**Run 1: placed standard cells**

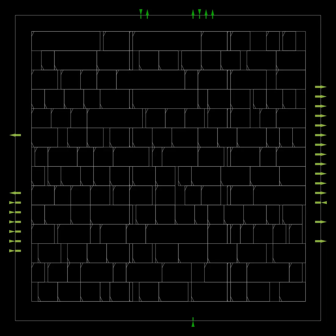
**Run 1: clock network drawn from the DEF**

Bar = 10 µm.
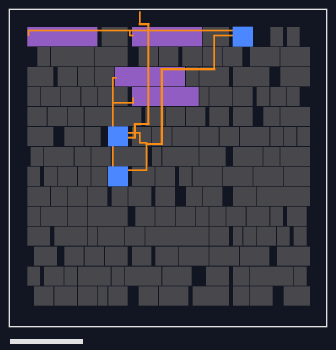
**Run 1: gate families picked out**

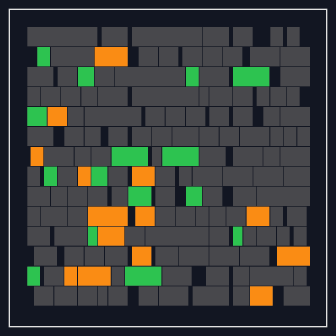
**Run 1: signal wires on met2**

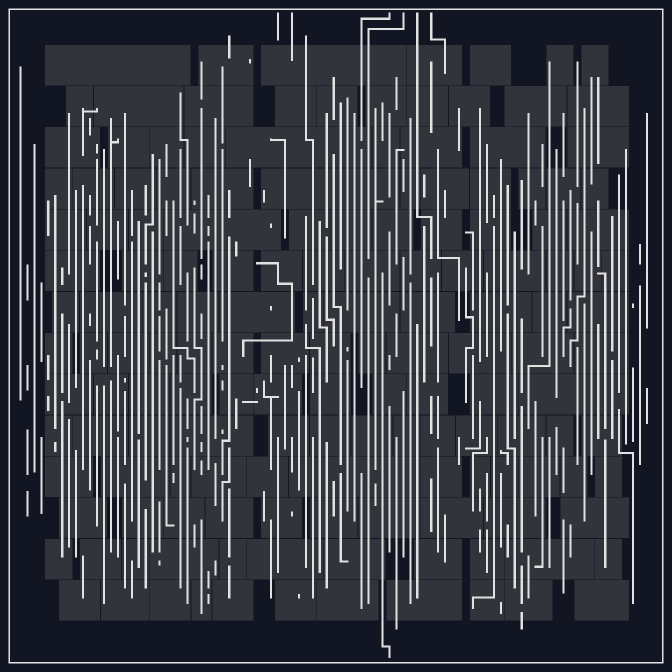
`config.mk`:
```
export PLATFORM = sky130hd
export DESIGN_NAME = multicycle_ctrl
export DESIGN_NICKNAME = d
export VERILOG_FILES = /design/src/rtl/mc_pkg.sv /design/src/rtl/mc_out_decode.sv /design/src/rtl/multicycle_ctrl.sv
export SDC_FILE = /design/constraint.sdc
export NUM_CORES = 1
export LEC_CHECK = 0
export CORE_MARGIN = 2
export CORE_UTILIZATION = 39
export CTS_CLUSTER_DIAMETER = 100
export DETAILED_ROUTE_END_ITERATION = 8
export PLACE_DENSITY_LB_ADDON = 0.25
export SYNTH_ARGS = -nofsm -noshare
export SYNTH_HDL_FRONTEND = slang
export SYNTH_SLANG_ARGS = --single-unit
```
`constraint.sdc`:
```
create_clock -name clk -period 1.5 [get_ports clk]
set_input_delay 0.225 -clock clk [delete_from_list [all_inputs] [get_ports clk]]
set_output_delay 0.225 -clock clk [all_outputs]
set_load 0.01 [all_outputs]
```
`src/rtl/mc_pkg.sv`:
```
// Shared encodings for the multicycle controller and the ALU control:
// FSM states, opcodes, ALU classes, datapath selects and the control word.
package mc_pkg;

    typedef enum logic [3:0] {
        FETCH  = 4'd0,
        DECODE = 4'd1,
        MEMADR = 4'd2,
        MEMRD  = 4'd3,
        MEMWB  = 4'd4,
        MEMWR  = 4'd5,
        EXEC   = 4'd6,
        ALUWB  = 4'd7,
        BRANCH = 4'd8,
        ADDIEX = 4'd9,
        ADDIWB = 4'd10,
        JUMP   = 4'd11
    } state_e;

    localparam logic [5:0] OP_RTYPE = 6'b000000;
    localparam logic [5:0] OP_J     = 6'b000010;
    localparam logic [5:0] OP_BEQ   = 6'b000100;
    localparam logic [5:0] OP_ADDI  = 6'b001000;
    localparam logic [5:0] OP_LW    = 6'b100011;
    localparam logic [5:0] OP_SW    = 6'b101011;

    localparam logic [1:0] ALU_ADD   = 2'b00;
    localparam logic [1:0] ALU_SUB   = 2'b01;
    localparam logic [1:0] ALU_FUNCT = 2'b10;

    localparam logic [1:0] SRCB_REG  = 2'b00;
    localparam logic [1:0] SRCB_FOUR = 2'b01;
    localparam logic [1:0] SRCB_IMM  = 2'b10;
    localparam logic [1:0] SRCB_IMM4 = 2'b11;

    localparam logic [1:0] PC_ALU    = 2'b00;
    localparam logic [1:0] PC_ALUOUT = 2'b01;
    localparam logic [1:0] PC_JUMP   = 2'b10;

    typedef struct packed {
        logic [1:0] aluOP;
        logic       aluSrcA;
        logic [1:0] aluSrcB;
        logic       memRead;
        logic       memWrite;
        logic       irWrite;
        logic       iorD;
        logic       regWrite;
        logic       regDst;
        logic       memToReg;
        logic       pc_en;
        logic [1:0] pcSource;
    } ctrl_t;

    function automatic logic op_is_legal(input logic [5:0] op);
        return (op == OP_LW)   || (op == OP_SW)  ||
               (op == OP_RTYPE)|| (op == OP_BEQ) ||
               (op == OP_ADDI) || (op == OP_J);
    endfunction

endpackage

```
`src/rtl/mc_out_decode.sv`:
```
// Combinational state-to-control-word decoder for the multicycle FSM.
// Only FETCH (mem_ready) and BRANCH (zero) look at anything but the state.
module mc_out_decode
    import mc_pkg::*;
(
    input  state_e state,
    input  logic   mem_ready,
    input  logic   zero,
    output ctrl_t  ctrl
);

    always_comb begin
        ctrl = '0;
        case (state)
            FETCH: begin
                ctrl.memRead  = 1'b1;
                ctrl.aluSrcB  = SRCB_FOUR;
                ctrl.aluOP    = ALU_ADD;
                ctrl.pcSource = PC_ALU;
                ctrl.irWrite  = mem_ready;
                ctrl.pc_en    = mem_ready;
            end
            DECODE: begin
                ctrl.aluSrcB = SRCB_IMM4;
                ctrl.aluOP   = ALU_ADD;
            end
            MEMADR, ADDIEX: begin
                ctrl.aluSrcA = 1'b1;
                ctrl.aluSrcB = SRCB_IMM;
                ctrl.aluOP   = ALU_ADD;
            end
            MEMRD: begin
                ctrl.memRead = 1'b1;
                ctrl.iorD    = 1'b1;
            end
            MEMWB: begin
                ctrl.regWrite = 1'b1;
                ctrl.memToReg = 1'b1;
            end
            MEMWR: begin
                ctrl.memWrite = 1'b1;
                ctrl.iorD     = 1'b1;
            end
            EXEC: begin
                ctrl.aluSrcA = 1'b1;
                ctrl.aluSrcB = SRCB_REG;
                ctrl.aluOP   = ALU_FUNCT;
            end
            ALUWB: begin
                ctrl.regWrite = 1'b1;
                ctrl.regDst   = 1'b1;
            end
            ADDIWB: begin
                ctrl.regWrite = 1'b1;
            end
            BRANCH: begin
                ctrl.aluSrcA  = 1'b1;
                ctrl.aluSrcB  = SRCB_REG;
                ctrl.aluOP    = ALU_SUB;
                ctrl.pcSource = PC_ALUOUT;
                ctrl.pc_en    = zero;
            end
            JUMP: begin
                ctrl.pcSource = PC_JUMP;
                ctrl.pc_en    = 1'b1;
            end
            default: ctrl = '0;
        endcase
    end

endmodule

```
`src/rtl/multicycle_ctrl.sv`:
```
// Multicycle MIPS-style control unit: state register and next-state logic;
// the control word comes from mc_out_decode.
module multicycle_ctrl
    import mc_pkg::*;
(
    input  logic       clk,
    input  logic       rst_n,
    input  logic [5:0] opcode,
    input  logic       zero,
    input  logic       mem_ready,
    output logic [1:0] aluOP,
    output logic       aluSrcA,
    output logic [1:0] aluSrcB,
    output logic       memRead,
    output logic       memWrite,
    output logic       irWrite,
    output logic       iorD,
    output logic       regWrite,
    output logic       regDst,
    output logic       memToReg,
    output logic       pc_en,
    output logic [1:0] pcSource,
    output logic       illegal_op,
    output logic [3:0] state
);

    state_e state_q;
    state_e state_d;
    ctrl_t  ctrl;

    always_comb begin
        state_d = FETCH;
        case (state_q)
            FETCH:  state_d = mem_ready ? DECODE : FETCH;
            DECODE: begin
                case (opcode)
                    OP_LW, OP_SW: state_d = MEMADR;
                    OP_RTYPE:     state_d = EXEC;
                    OP_BEQ:       state_d = BRANCH;
                    OP_ADDI:      state_d = ADDIEX;
                    OP_J:         state_d = JUMP;
                    default:      state_d = FETCH;
                endcase
            end
            MEMADR: state_d = (opcode == OP_LW) ? MEMRD : MEMWR;
            MEMRD:  state_d = mem_ready ? MEMWB : MEMRD;
            MEMWR:  state_d = mem_ready ? FETCH : MEMWR;
            EXEC:   state_d = ALUWB;
            ADDIEX: state_d = ADDIWB;
            default: state_d = FETCH;
        endcase
    end

    always_ff @(posedge clk or negedge rst_n) begin
        if (!rst_n) state_q <= FETCH;
        else        state_q <= state_d;
    end

    mc_out_decode u_dec (
        .state     (state_q),
        .mem_ready (mem_ready),
        .zero      (zero),
        .ctrl      (ctrl)
    );

    // Reset forces FETCH, but must not load IR or PC while held.
    assign irWrite    = ctrl.irWrite & rst_n;
    assign pc_en      = ctrl.pc_en & rst_n;
    assign aluOP      = ctrl.aluOP;
    assign aluSrcA    = ctrl.aluSrcA;
    assign aluSrcB    = ctrl.aluSrcB;
    assign memRead    = ctrl.memRead;
    assign memWrite   = ctrl.memWrite;
    assign iorD       = ctrl.iorD;
    assign regWrite   = ctrl.regWrite;
    assign regDst     = ctrl.regDst;
    assign memToReg   = ctrl.memToReg;
    assign pcSource   = ctrl.pcSource;
    assign illegal_op = (state_q == DECODE) && !op_is_legal(opcode);
    assign state      = state_q;

endmodule
```
==> impl_metrics.env, run 1 <==
# flow metrics
export IMPL_cp_buffers_inverters=2
export IMPL_violations="negative setup slack"
export IMPL_signal_buffers=81
export IMPL_drt_iter0_drc=63
export IMPL_path_clk_slew_ns=0.05
export IMPL_post_cts_buffers=18
export IMPL_worst_slack_ns=-0.2467
export IMPL_largest_reg_flops=4
export IMPL_power_density_nw_per_um2=544.5
export IMPL_sh_seq_area=0.07539
export IMPL_cts_buffer_depth=2
export IMPL_top_cells_by_count="nor2_1 (10), nand2b_1 (6)"
export IMPL_numSynthFlops=4
export IMPL_holdWs_ns=0.3269
export IMPL_rsz0062_at_grt="true"
export IMPL_ys_flop_type="dfrtp_1"
export IMPL_place_ws_ns=-0.5935
export IMPL_drive_gt1_frac=0.6623
export IMPL_avgSynthCellArea_um2=7.836
export IMPL_p_leak_nw=0.6634
export IMPL_yosysTopAreaCell="dfrtp_1"
export IMPL_fmax_ghz=0.5725
export IMPL_status="complete, but fails checks"
export IMPL_critPathRequiredTime_ns=1.27
export IMPL_top_layer="met4"
export IMPL_grt_ovfl_total=0
export IMPL_tightest_slew_ns=0.4007
export IMPL_pwr_share_clk=0.200
export IMPL_crit_chain="clkdlybuf4s50_1, nor3_1, o211ai_1, and3_1, buf_2"
export IMPL_p_comb_frac=0.625
export IMPL_fin_util=0.9362
export IMPL_setup_violations=16
export IMPL_insertion_delay_ns=0.25
About 'placed standard cells':
n_taps: 16
Filler cells: 52
fin cells: 170

About 'clock network drawn from the DEF':
blue -> clock drivers  # count 3
purple -> flip-flops  # count 4
orange -> clock wires  # length 112 µm
routed clock nets = 4
flops lie = top middle

About 'gate families picked out':
green -> NAND gates  # cells 15
orange -> inverting AOI/OAI gates  # cells 14

About 'signal wires on met2':
share of all routed wire = 49%
nets with wire on the layer = 159
longest straight run = 26.9 µm
wire length on this layer = 1750 µm

-- run 1: cells by family after synthesis --
family	count (synthesis)	share of synthesized area
flip-flops	4	0.1681
XOR/XNOR	3	0.04413
AND/OR/NAND/NOR	45	0.4853
AND-OR/OR-AND	15	0.1744
multiplexers	2	0.03361
buffers and inverters	7	0.09453
-- run 1: worst register-to-register path, cell delays in order (launching register included) --
cell and delay, ns:
dfrtp_2 0.46, buf_4 0.15, buf_4 0.16, and4b_1 0.21, a211oi_2 0.25, o221ai_2 0.14
-- run 1: worst max-delay path by stage --
stage                 endpoint  cells after the start
floorplan             regWrite                      4
global placement    illegal_op                      5
detailed placement  illegal_op                      5
CTS                 illegal_op                      4
global route        illegal_op                      4
finish              illegal_op                      5
==> run 2, diff against run 1 <==
==> constraint.sdc (replaced) <==
create_clock -name clk -period 1.78 [get_ports clk]
set_input_delay 0.267 -clock clk [delete_from_list [all_inputs] [get_ports clk]]
set_output_delay 0.267 -clock clk [all_outputs]
set_load 0.01 [all_outputs]
==> impl_metrics.env, run 2 <==
# flow metrics
export IMPL_cts_buffer_depth=2
export IMPL_p_leak_nw=0.6122
export IMPL_worst_slack_ns=0.04668
export IMPL_cp_buffers_inverters=3
export IMPL_top_cells_by_count="nor2_1 (10), nand2b_1 (6)"
export IMPL_critPathRequiredTime_ns=1.51
export IMPL_netlist_logic_family_top="simple AND/OR/NAND/NOR gates"
export IMPL_adder_share=0
export IMPL_fmax_ghz=0.5769
export IMPL_insertion_delay_ns=0.25
export IMPL_post_cts_buffers=13
export IMPL_simple_gate_share=0.4853
export IMPL_status="completed"
export IMPL_top_layer="met4"
export IMPL_synth_xor_area_share=0.04412
export IMPL_tightest_slew_ns=0.3530
export IMPL_drt_iter0_drc=16
export IMPL_place_ws_ns=-0.3975
export IMPL_numSynthFlops=4
export IMPL_ys_flop_type="dfrtp_1"
export IMPL_rsz0062_at_grt="true"
export IMPL_power_density_nw_per_um2=455.7
export IMPL_crit_chain="clkdlybuf4s50_1, buf_4, nor2_1, o21ai_0, and3_1, buf_2"
export IMPL_yosys_area_share_aoi=0.1744
export IMPL_mux_share=0.03361
run 2: cell counts after synthesis:
No cell type changed its count.
run 2: worst max-delay path by stage:
stage / start / to / depth (start not counted)
after floorplan: state[1] / regWrite / 4
final: opcode[2] / illegal_op / 6
after global placement: opcode[1] / illegal_op / 5
after detailed placement: opcode[1] / illegal_op / 5
after CTS: state[3] / illegal_op / 5
after global routing: state[3] / memRead / 4
run 2: report_power, final:
group          leakage [nW]  switching [mW]  internal [mW]
Sequential           0.0494          0.0113         0.0986
Clock                0.0138          0.0493         0.0763
Combinational         0.549           0.135          0.176
Total                 0.612           0.196          0.350
run 2: cell type report:
type                            instances  share of cell area
Multi-Input combinational cell         65              0.3862
Timing Repair Buffer                   73              0.4885
Clock buffer                            3             0.01879
Sequential cell                         4             0.08664
Tap cell                               16             0.01670
Inverter                                1            0.003132
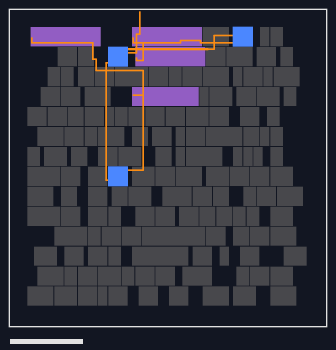
**Above:** run 2 (clock network drawn from the DEF).
Bar = 10 µm.
purple -> flip-flops  # count 4
orange -> clock wires  # length 104 µm
blue -> clock drivers  # count 3
routed clock nets = 4
flops lie = top middle

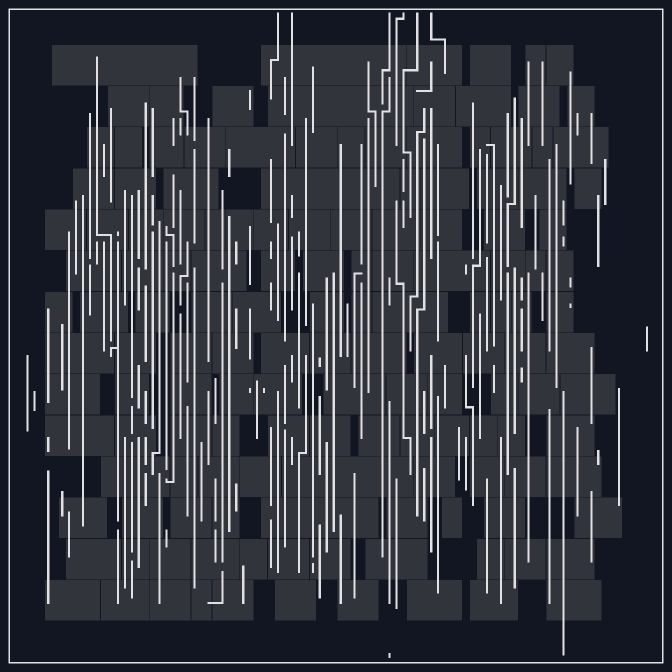
**Above:** run 2 (signal wires on met2).
longest straight run = 29.4 µm
wire length on this layer = 1280 µm
share of all routed wire = 54%
main direction = vertical
nets with wire on the layer = 138

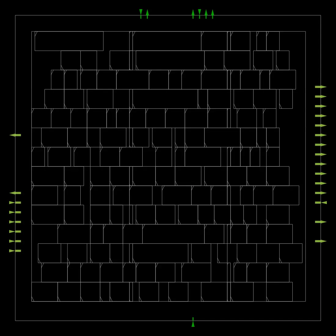
**Above:** run 2 (placed standard cells).
Filler cells: 93
FF+latch count: 4
fin cells: 162

**Run 2: gate families picked out**

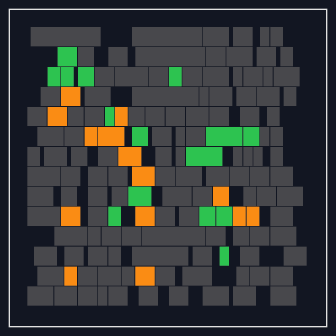

==> run 3, diff against run 2 <==
--- a/config.mk
+++ b/config.mk
@@ -5,11 +5,14 @@
 export SDC_FILE = /design/constraint.sdc
 export NUM_CORES = 1
 export LEC_CHECK = 0
+export CELL_PAD_IN_SITES_DETAIL_PLACEMENT = 0
+export CELL_PAD_IN_SITES_GLOBAL_PLACEMENT = 1
 export CORE_MARGIN = 2
-export CORE_UTILIZATION = 39
+export CORE_UTILIZATION = 27
 export CTS_CLUSTER_DIAMETER = 100
 export DETAILED_ROUTE_END_ITERATION = 8
 export PLACE_DENSITY_LB_ADDON = 0.25
 export SYNTH_ARGS = -nofsm -noshare
 export SYNTH_HDL_FRONTEND = slang
 export SYNTH_SLANG_ARGS = --single-unit
+export TNS_END_PERCENT = 100
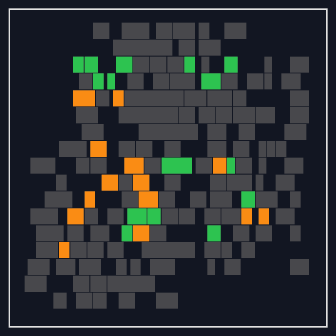
**Above:** run 3 (gate families picked out).
green -> NAND gates  # cells 15
orange -> inverting AOI/OAI gates  # cells 14

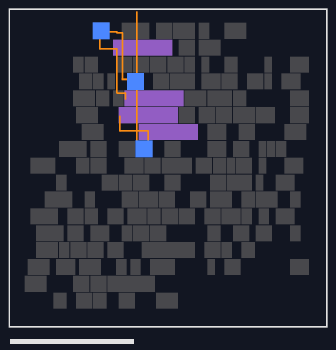
**Above:** run 3 (clock network drawn from the DEF).
Bar = 20 µm.
blue -> clock drivers  # count 3
purple -> flip-flops  # count 4
orange -> clock wires  # length 60.5 µm
routed clock nets = 4

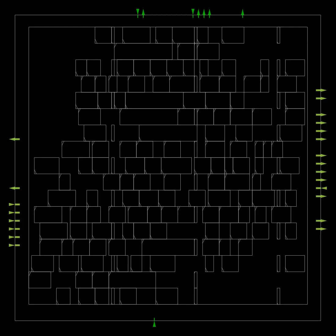
**Above:** run 3 (placed standard cells).
n_taps: 28
final core occ: 0.5713
Filler cells: 217
Core Footprint: 2148 µm²

==> impl_metrics.env, run 3 <==
# flow metrics
export IMPL_inverters=1
export IMPL_avgSynthCellArea_um2=7.836
export IMPL_p_comb_frac=0.587
export IMPL_p_int_mw=0.3525
export IMPL_grt_ovfl_total=0
export IMPL_setup_violations=0
export IMPL_pwr_share_clk=0.204
export IMPL_post_cts_buffers=5
export IMPL_power_density_nw_per_um2=435.3
export IMPL_drive_gt1_frac=0.4545
export IMPL_tightest_slew_ns=0.3406
export IMPL_holdWs_ns=0.4009
export IMPL_comb_area_share=0.3914
export IMPL_worst_slack_ns=0.04291
export IMPL_crit_chain="buf_4, buf_4, nor2_4, and3_4, clkdlybuf4s15_2"
export IMPL_power_combinational_mw=0.314
export IMPL_largest_reg_flops=4
export IMPL_power_frac_seq=0.209
export IMPL_numSynthFlops=4
export IMPL_status="completed"
export IMPL_critPathRequiredTime_ns=1.51
export IMPL_clkCellAreaFrac=0.01835
export IMPL_area_share_nonclk_buffers=0.4730
[run 3: cell counts after synthesis]
Identical to the previous run, type by type.
[run 3: worst max-delay path by stage]
stage | start | end | cells after the start
after floorplan | state[1] | regWrite | 4
after global placement | opcode[0] | illegal_op | 6
after detailed placement | opcode[1] | illegal_op | 5
after CTS | opcode[1] | illegal_op | 5
after global routing | state[3] | regWrite | 5
final | state[2] | memRead | 5
[run 3: cell families after synthesis]
logic type	after synthesis	synth area share
AND/OR/NAND/NOR	45	0.4853
multiplexers	2	0.03361
flip-flops	4	0.1681
AND-OR/OR-AND	15	0.1744
buffers and inverters	7	0.09453
XOR/XNOR	3	0.04413
[run 3: metal layers]
layer  share of wire  vias to the layer above
met2            0.54                       28
met1            0.42                      388
li1                -                      420
met3           0.044                        0
met5               0                        -
met4               0                        0
No activity file was given, so power comes from the tool's default toggle rates.
